Figure 1. A small window of the routed layout.
Window x 24 to 49, y 24 to 49 µm. Cells in gray, sequential cells in the stronger gray; small squares are vias.
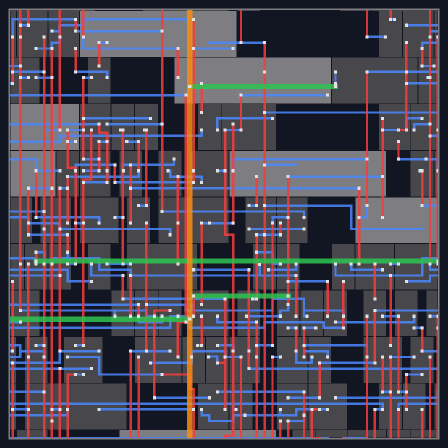
Figure 2. The metal 2 layer.
Drawn at 4 px/µm.
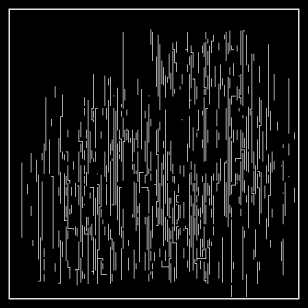
Figure 3. Sizing map.
Drawn at 6 px/µm.
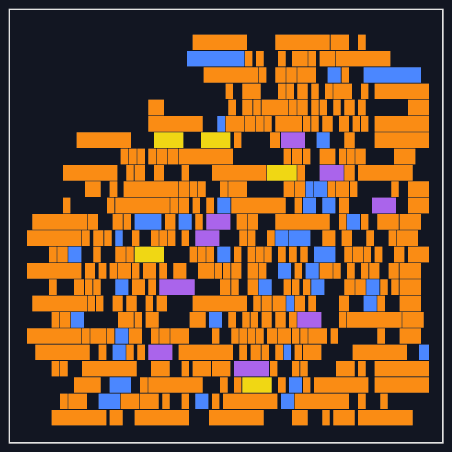
Figure 4. Sequential cells colored by netlist name.
Drawn at 4 px/µm.
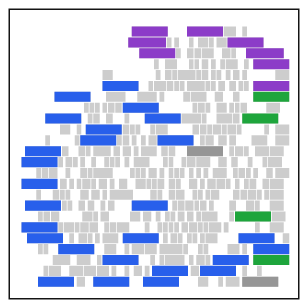
==> config.mk <==
export PLATFORM = sky130hd
export DESIGN_NAME = phase_sequencer
export DESIGN_NICKNAME = d
export VERILOG_FILES = /design/src/rtl/phase_sequencer.sv
export SDC_FILE = /design/constraint.sdc
export NUM_CORES = 1
export LEC_CHECK = 0
export ABC_AREA = 1
export CAP_MARGIN = 20
export CORE_MARGIN = 2
export CORE_UTILIZATION = 55
export CTS_CLUSTER_SIZE = 8
export DETAILED_ROUTE_END_ITERATION = 6
export PLACE_DENSITY = 0.81
export SLEW_MARGIN = 15
export SYNTH_ARGS = -nofsm -noshare
export SYNTH_HDL_FRONTEND = slang
export SYNTH_SLANG_ARGS = --single-unit
==> constraint.sdc <==
create_clock -name clk -period 2.7 [get_ports clk]
set_clock_uncertainty 0.1 [all_clocks]
set_input_delay 0.27 -clock clk [delete_from_list [all_inputs] [get_ports clk]]
set_output_delay 0.27 -clock clk [all_outputs]
set_load 0.02 [all_outputs]
==> reports/qor.csv <==
metric,value,unit
outcome,finished with violations,
violations,hold timing,
pg_clk,0.371,mW
slew_violations,0,
clk_pin_slew,0.07,ns
cap_violations,0,
start_kind,register,
holdBufCountCts,0,
max_slew_margin,41.2,%
wl_met3,184,µm
clk_share,2.71,%
path_cells,ha_1 > nand3_2 > inv_2 > nand2_1 > nor2_2 > nand3_2 > nand2_2 > nand2_2 > nand2_4 > inv_2 > nand2_2 > nor2_1 > a21oi_1,
max-vdd-ir-drop,0.000315,V
cts_tree,built,
ys_seq_share,39.4,%
fin_crit,2.26,ns
grt_pass1_wl,9710,µm
place_inst,401,
ys_sh_adder,1.47,%
logic_gates,254,
syn_inst,336,
hold_slack,-0.00655,ns
final_layout_size_suffix_gt1_share,14.6,%
tool_warnings,28,
place_hpwl,4120,µm
combPwrFrac,15.0,%
yosys_cells,336,
avgRoutedWirePerCell,13.0,µm
first_pass_iters,4,
largest_area_cell,dfrtp_1,
finalHoldViolCount,7,
r2r_slack,0.44,ns
drt-met1-wl,2610,µm
ant_nets,0,
slowest_stage,dfrtp_1,
yosys.cell_types.count,31,
internal-power,0.891,mW
synth.top_cells.by_count,"nand2_1, nor2_1, dfrtp_1, inv_1, nand3_1",
yosysChipArea,2540,µm²
crit_arrival,2.37,ns
fp_util,57.7,%
nonClkBufAreaFrac,5.16,%
About Figure 1:
layer	color
M3	green
M1	blue
M2	red
M4	orange
sequential cells in the window	4
most frequent	nand2_1 (15), inv_1 (11), nor2_1 (10)
cells with their middle in the window	69

About Figure 2:
share of all routed wire	46%
nets with wire on the layer	298
wire length on this layer	2440 µm
via count: 2200
Total Wirelength: 5310 µm
met2 Use GR: 37.7%

About Figure 3:
size	color	cells	most used
x3 and x4	purple	9	nor2_4
x1 and smaller	orange	304	nand2_1
x2	blue	38	nand2_2
x6 and larger	yellow	5	clkbuf_8
worst setup margin: 0.441 ns
Area Growth Syn to Fin: 10.5%
Final Cell Area: 2810 µm²

About Figure 4:
signal	color	placed flops
`timer`	purple	8
`state_code`	green	4
`presc`	blue	26
not colored	2
fin util: 63.7%
Seq area share: 35.7%
P_seq: 0.682 mW
register area: 1000 µm²

Power is estimated from default activity; no workload was simulated.
